The metal 1 layer:
Scale: 2 px per µm. Supply wires on this layer in grey.
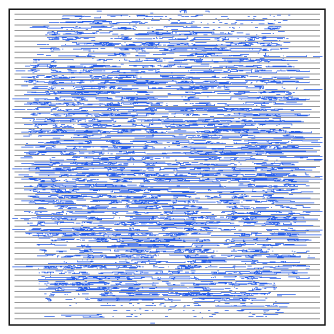
The metal 2 layer:
Scale: 2 px per µm.
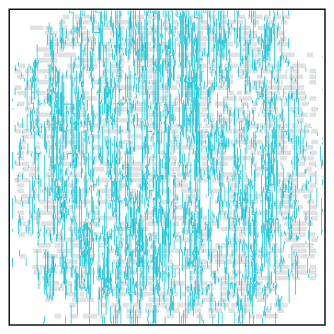
==> src/rtl/present_pkg.sv <==
// present_pkg: PRESENT S-box, bit permutation, key-schedule steps and FSM state type
package present_pkg;
    localparam int BLOCK_W = 64;
    localparam int ROUND_KEY_W = 64;
    localparam logic [63:0] SBOX_TAB = 64'h2174_8FE3_DA09_B65C;
    localparam logic [63:0] INV_SBOX_TAB = 64'hA970_364B_D21C_8FE5;

    typedef enum logic [1:0] {IDLE, KEYFWD, ROUND, FINAL} state_e;

    function automatic logic [3:0] sbox(input logic [3:0] x);
        return SBOX_TAB[{x, 2'b00} +: 4];
    endfunction

    function automatic logic [3:0] inv_sbox(input logic [3:0] x);
        return INV_SBOX_TAB[{x, 2'b00} +: 4];
    endfunction

    function automatic logic [BLOCK_W-1:0] sbox_layer(input logic [BLOCK_W-1:0] x);
        logic [BLOCK_W-1:0] y;
        for (int n = 0; n < 16; n++) y[6'(4 * n) +: 4] = sbox(x[6'(4 * n) +: 4]);
        return y;
    endfunction

    function automatic logic [BLOCK_W-1:0] inv_sbox_layer(input logic [BLOCK_W-1:0] x);
        logic [BLOCK_W-1:0] y;
        for (int n = 0; n < 16; n++) y[6'(4 * n) +: 4] = inv_sbox(x[6'(4 * n) +: 4]);
        return y;
    endfunction

    function automatic logic [BLOCK_W-1:0] p_layer(input logic [BLOCK_W-1:0] x);
        logic [BLOCK_W-1:0] y;
        y[63] = x[63];
        for (int i = 0; i < 63; i++) y[6'((i * 16) % 63)] = x[6'(i)];
        return y;
    endfunction

    function automatic logic [BLOCK_W-1:0] inv_p_layer(input logic [BLOCK_W-1:0] x);
        logic [BLOCK_W-1:0] y;
        y[63] = x[63];
        for (int i = 0; i < 63; i++) y[6'(i)] = x[6'((i * 16) % 63)];
        return y;
    endfunction

    function automatic logic [79:0] key_fwd80(input logic [79:0] k, input logic [4:0] i);
        logic [79:0] r;
        r = {k[18:0], k[79:19]};
        r[79:76] = sbox(r[79:76]);
        r[19:15] = r[19:15] ^ i;
        return r;
    endfunction

    function automatic logic [79:0] key_inv80(input logic [79:0] k, input logic [4:0] i);
        logic [79:0] r;
        r = k;
        r[19:15] = r[19:15] ^ i;
        r[79:76] = inv_sbox(r[79:76]);
        return {r[60:0], r[79:61]};
    endfunction

    function automatic logic [127:0] key_fwd128(input logic [127:0] k, input logic [4:0] i);
        logic [127:0] r;
        r = {k[66:0], k[127:67]};
        r[127:124] = sbox(r[127:124]);
        r[123:120] = sbox(r[123:120]);
        r[66:62] = r[66:62] ^ i;
        return r;
    endfunction

    function automatic logic [127:0] key_inv128(input logic [127:0] k, input logic [4:0] i);
        logic [127:0] r;
        r = k;
        r[66:62] = r[66:62] ^ i;
        r[127:124] = inv_sbox(r[127:124]);
        r[123:120] = inv_sbox(r[123:120]);
        return {r[60:0], r[127:61]};
    endfunction
endpackage

==> src/rtl/present_key_sched.sv <==
// present_key_sched: PRESENT key register with forward/inverse schedule step (80- or 128-bit keys)
module present_key_sched
    import present_pkg::*;
#(
    parameter int KEY_W = 80
) (
    input  logic                   clk,
    input  logic                   rst,
    input  logic                   load,
    input  logic [KEY_W-1:0]       load_key,
    input  logic                   step,
    input  logic                   inv,
    input  logic [4:0]             cnt,
    output logic [ROUND_KEY_W-1:0] round_key
`ifdef PRESENT_KEY_CACHE_EN
    ,
    output logic [KEY_W-1:0]       key
`endif
);
    logic [KEY_W-1:0] key_q, key_d, fwd_key, inv_key;

    if (KEY_W != 80 && KEY_W != 128) begin : g_bad_key_w
        $error("present_key_sched: KEY_W must be 80 or 128");
    end

    if (KEY_W == 128) begin : g_k128
        assign fwd_key = key_fwd128(key_q, cnt);
        assign inv_key = key_inv128(key_q, cnt);
    end else begin : g_k80
        assign fwd_key = key_fwd80(key_q, cnt);
        assign inv_key = key_inv80(key_q, cnt);
    end

    always_comb key_d = load ? load_key : step ? (inv ? inv_key : fwd_key) : key_q;

    always_ff @(posedge clk) key_q <= !rst ? '0 : key_d;

    assign round_key = key_q[KEY_W-1 -: ROUND_KEY_W];
`ifdef PRESENT_KEY_CACHE_EN
    assign key = key_q;
`endif
endmodule

==> src/rtl/present_cipher_param.sv <==
// present_cipher_param: iterative PRESENT-80/128 encrypt/decrypt core; PRESENT_KEY_CACHE_EN adds a decrypt key cache
module present_cipher_param
    import present_pkg::*;
#(
    parameter int KEY_W  = 80,
    parameter int ROUNDS = 31
) (
    input  logic               clk,
    input  logic               rst,
    input  logic               start,
    input  logic               decrypt,
    input  logic [BLOCK_W-1:0] plain_text,
    input  logic [KEY_W-1:0]   master_key,
    output logic [BLOCK_W-1:0] out,
    output logic               done,
    output logic               busy
);
    localparam logic [4:0] LAST = 5'(ROUNDS);

    state_e state_q, state_d;
    logic [4:0] cnt_q, cnt_d;
    logic [BLOCK_W-1:0] blk_q, blk_d, out_q, out_d;
    logic dec_q, dec_d, done_q, done_d, busy_q, busy_d;
    logic key_load, key_step, hit;
    logic [KEY_W-1:0] key_init;
    logic [ROUND_KEY_W-1:0] rk;

    if (ROUNDS < 1 || ROUNDS > 31) begin : g_bad_rounds
        $error("present_cipher_param: ROUNDS must be 1..31");
    end

`ifdef PRESENT_KEY_CACHE_EN
    logic [KEY_W-1:0] key, cache_key_q, cache_key_d, cache_kn_q, cache_kn_d;
    logic cache_v_q, cache_v_d;
    assign hit = cache_v_q && master_key == cache_key_q;
    assign key_init = hit ? cache_kn_q : master_key;
    // first decrypt round sees K_(ROUNDS+1); FINAL of a decrypt sees the master key again
    always_comb begin
        cache_kn_d = state_q == ROUND && dec_q && cnt_q == LAST ? key : cache_kn_q;
        cache_key_d = state_q == FINAL && dec_q ? key : cache_key_q;
        cache_v_d = cache_v_q || (state_q == FINAL && dec_q);
    end
    always_ff @(posedge clk) begin
        if (!rst) begin
            cache_kn_q <= '0;
            cache_key_q <= '0;
            cache_v_q <= 1'b0;
        end else begin
            cache_kn_q <= cache_kn_d;
            cache_key_q <= cache_key_d;
            cache_v_q <= cache_v_d;
        end
    end
`else
    assign hit = 1'b0;
    assign key_init = master_key;
`endif

    present_key_sched #(.KEY_W(KEY_W)) u_key (
        .clk(clk),
        .rst(rst),
        .load(key_load),
        .load_key(key_init),
        .step(key_step),
        .inv(state_q == ROUND && dec_q),
        .cnt(cnt_q),
        .round_key(rk)
`ifdef PRESENT_KEY_CACHE_EN
        ,
        .key(key)
`endif
    );

    always_comb begin
        state_d = state_q;
        cnt_d = cnt_q;
        blk_d = blk_q;
        dec_d = dec_q;
        out_d = out_q;
        done_d = 1'b0;
        busy_d = busy_q;
        key_load = 1'b0;
        key_step = 1'b0;
        case (state_q)
            IDLE: if (start) begin
                state_d = decrypt && !hit ? KEYFWD : ROUND;
                cnt_d = decrypt && hit ? LAST : 5'd1;
                blk_d = plain_text;
                dec_d = decrypt;
                busy_d = 1'b1;
                key_load = 1'b1;
            end
            KEYFWD: begin
                key_step = 1'b1;
                state_d = cnt_q == LAST ? ROUND : KEYFWD;
                cnt_d = cnt_q == LAST ? cnt_q : cnt_q + 5'd1;
            end
            ROUND: begin
                key_step = 1'b1;
                blk_d = dec_q ? inv_sbox_layer(inv_p_layer(blk_q ^ rk)) : p_layer(sbox_layer(blk_q ^ rk));
                state_d = (dec_q ? cnt_q == 5'd1 : cnt_q == LAST) ? FINAL : ROUND;
                cnt_d = state_d == FINAL ? cnt_q : dec_q ? cnt_q - 5'd1 : cnt_q + 5'd1;
            end
            default: begin
                out_d = blk_q ^ rk;
                done_d = 1'b1;
                busy_d = 1'b0;
                state_d = IDLE;
                cnt_d = 5'd0;
            end
        endcase
    end

    always_ff @(posedge clk) begin
        if (!rst) begin
            state_q <= IDLE;
            cnt_q <= '0;
            blk_q <= '0;
            dec_q <= 1'b0;
            out_q <= '0;
            done_q <= 1'b0;
            busy_q <= 1'b0;
        end else begin
            state_q <= state_d;
            cnt_q <= cnt_d;
            blk_q <= blk_d;
            dec_q <= dec_d;
            out_q <= out_d;
            done_q <= done_d;
            busy_q <= busy_d;
        end
    end

    assign out = out_q;
    assign done = done_q;
    assign busy = busy_q;
endmodule
==> config.mk <==
export PLATFORM = sky130hd
export DESIGN_NAME = present_cipher_param
export DESIGN_NICKNAME = d
export VERILOG_FILES = /design/src/rtl/present_pkg.sv /design/src/rtl/present_key_sched.sv /design/src/rtl/present_cipher_param.sv
export SDC_FILE = /design/constraint.sdc
export NUM_CORES = 1
export LEC_CHECK = 0
export CAP_MARGIN = 20
export CORE_MARGIN = 2
export CORE_UTILIZATION = 50
export DETAILED_ROUTE_END_ITERATION = 10
export PLACE_DENSITY_LB_ADDON = 0.1
export SLEW_MARGIN = 0
export SYNTH_ARGS = -nofsm -noshare
export SYNTH_HDL_FRONTEND = slang
export SYNTH_HIERARCHICAL = 1
export SYNTH_SLANG_ARGS = --single-unit
==> constraint.sdc <==
create_clock -name clk -period 2.55 [get_ports clk]
set_input_delay 0.6375 -clock clk [delete_from_list [all_inputs] [get_ports clk]]
set_output_delay 0.6375 -clock clk [all_outputs]
set_load 0.03 [all_outputs]
==> run summary <==
Reg2Reg Capture Point: u_key/key_q[71]$_SDFFE_PN0P_
Drc violations: 0
Worst endpoint data arrival time: 1.61 ns
Synth Area per Inst: 8.74 µm²
Clock Root Buffer: sky130_fd_sc_hd__clkbuf_16
Worst min-delay path endpoint: out[60]$_SDFFE_PN0P_
Critical path's largest stage delay: 0.69 ns
Detailed Place HPWL: 24900 µm
Total clock sinks: 218
Worst endpoint required time: 1.91 ns
And+or+nand+nor area frac: 13.1%
Crit. path cell count: 1
Final hold vios: 0
Critical Path Sink Type: output pin
Xor and xnor fraction of the mapped netlist area: 6.35%
Outcome: completed
Headroom to the max-slew limit: 47.6%
Power per unit of standard cell area: 821 mW/mm²
Most common cell after layout, fill and taps aside: sky130_fd_sc_hd__dfxtp_1
Antenna Nets Post-Route: 0
Number of buffers between clock root and the deepest sink: 3
Main flop type: sky130_fd_sc_hd__dfxtp_1
Fraction of final layout cells with drive strength greater than 1: 7.22%
First-iteration detailed-routing DRC count: 758
PortBufs: 213
Post-layout instance count excluding filler cells: 1787
Post-DR wirelength/cell: 18.8 µm
Router iterations before antenna repair: 5
Routed met3 length: 2030 µm
Aoi/oai-family share of the synthesized area: 20.9%
Mux cell area share after synthesis: 8.58%
Num ports: 214
Number of buffers inserted to repair setup after CTS: 0
Number of H-tree branching levels: 1
Weighted congestion at the end of routability-driven global placement: 0.872
Wire length of the first global-routing pass: 51000 µm
Met1 Wirelength: 16000 µm
Post-synth tally of flip-flops with integrated enable: 0
Clock buffers created by TritonCTS: 24
Uppermost layer routed: met4
Total negative slack for setup checks: 0 ns
Back to the opening pictures, 'the metal 1 layer':
wire length on this layer	16000 µm
main direction	horizontal
GR Util met1: 39.0%
Total Wirelength: 33700 µm
via count: 9866

Back to the opening pictures, 'the metal 2 layer':
main direction	vertical
wire length on this layer	15000 µm

registers in the layout, indices dropped and copies added (netlist names):
| name | cells |
|---|---|
| cnt_q | 5 |
| state_q | 2 |
| dec_q | 1 |
| blk_q | 64 |
| busy | 1 |
| out | 64 |
| u_key/key_q | 80 |
| done | 1 |
power by group:
group | switching [mW] | internal, mW | total, mW
Combinational | 2.10 | 1.75 | 3.85
Sequential | 0.581 | 3.85 | 4.44
Clock | 1.42 | 2.19 | 3.62
Total | 4.10 | 7.80 | 11.9
cell type report:
class	instances	area, µm²
flip-flops and latches	218	4360
repair buffers	250	2540
clock inverters	8	104
clock buffers	36	736
fillers	2063	8760
well taps	319	399
inverters	45	173
multi-input cells	911	6190
cells in the mapped netlist (2+ instances only):
library cell / instances / share of area [%]
sky130_fd_sc_hd__o211ai_1: 14 / 0.90
sky130_fd_sc_hd__a211oi_1: 2 / 0.13
sky130_fd_sc_hd__nand2_1: 108 / 3.5
sky130_fd_sc_hd__nand2_2: 2 / 0.11
sky130_fd_sc_hd__o31ai_1: 5 / 0.32
sky130_fd_sc_hd__or3_1: 3 / 0.16
sky130_fd_sc_hd__mux2i_1: 78 / 6.7
sky130_fd_sc_hd__buf_4: 73 / 4.7
sky130_fd_sc_hd__a221oi_1: 2 / 0.15
sky130_fd_sc_hd__a31oi_1: 2 / 0.11
sky130_fd_sc_hd__a21boi_0: 11 / 0.70
sky130_fd_sc_hd__inv_2: 5 / 0.16
sky130_fd_sc_hd__buf_2: 20 / 0.85
sky130_fd_sc_hd__o21a_1: 2 / 0.13
sky130_fd_sc_hd__nand2b_1: 2 / 0.11
sky130_fd_sc_hd__clkbuf_1: 63 / 2.0
sky130_fd_sc_hd__buf_6: 4 / 0.38
sky130_fd_sc_hd__buf_8: 4 / 0.51
sky130_fd_sc_hd__o21ai_0: 49 / 2.1
sky130_fd_sc_hd__xnor2_1: 82 / 6.1
sky130_fd_sc_hd__ha_1: 35 / 3.7
sky130_fd_sc_hd__a21oi_1: 110 / 4.7
sky130_fd_sc_hd__nor3_1: 4 / 0.17
sky130_fd_sc_hd__inv_1: 40 / 1.3
sky130_fd_sc_hd__o211a_1: 64 / 5.5
sky130_fd_sc_hd__nor2b_1: 50 / 2.7
sky130_fd_sc_hd__nor2_1: 81 / 2.6
sky130_fd_sc_hd__o21ai_1: 45 / 1.9
sky130_fd_sc_hd__o22ai_1: 4 / 0.21
sky130_fd_sc_hd__a22oi_1: 49 / 3.1
sky130_fd_sc_hd__dfxtp_1: 218 / 37
sky130_fd_sc_hd__nand3_1: 71 / 3.0
sky130_fd_sc_hd__mux4_2: 10 / 1.9
sky130_fd_sc_hd__and3_1: 2 / 0.11
sky130_fd_sc_hd__xor2_1: 3 / 0.22
metal layers:
metal / track usage [%] / up-vias
li1: - / 4839
met1: 39.0 / 4666
met2: 41.2 / 319
met3: 3.44 / 42
met4: 6.54 / 0
met5: 0 / -
cell families (layout without fill, tap and decap cells):
group,after synthesis,after routing
XOR/XNOR,85,85
multiplexers,88,88
adder cells (fa/ha/maj),35,35
AND-OR/OR-AND,371,371
buffers and inverters,212,339
flip-flops,218,218
AND/OR/NAND/NOR,332,332
Power is estimated from default activity; no workload was simulated.
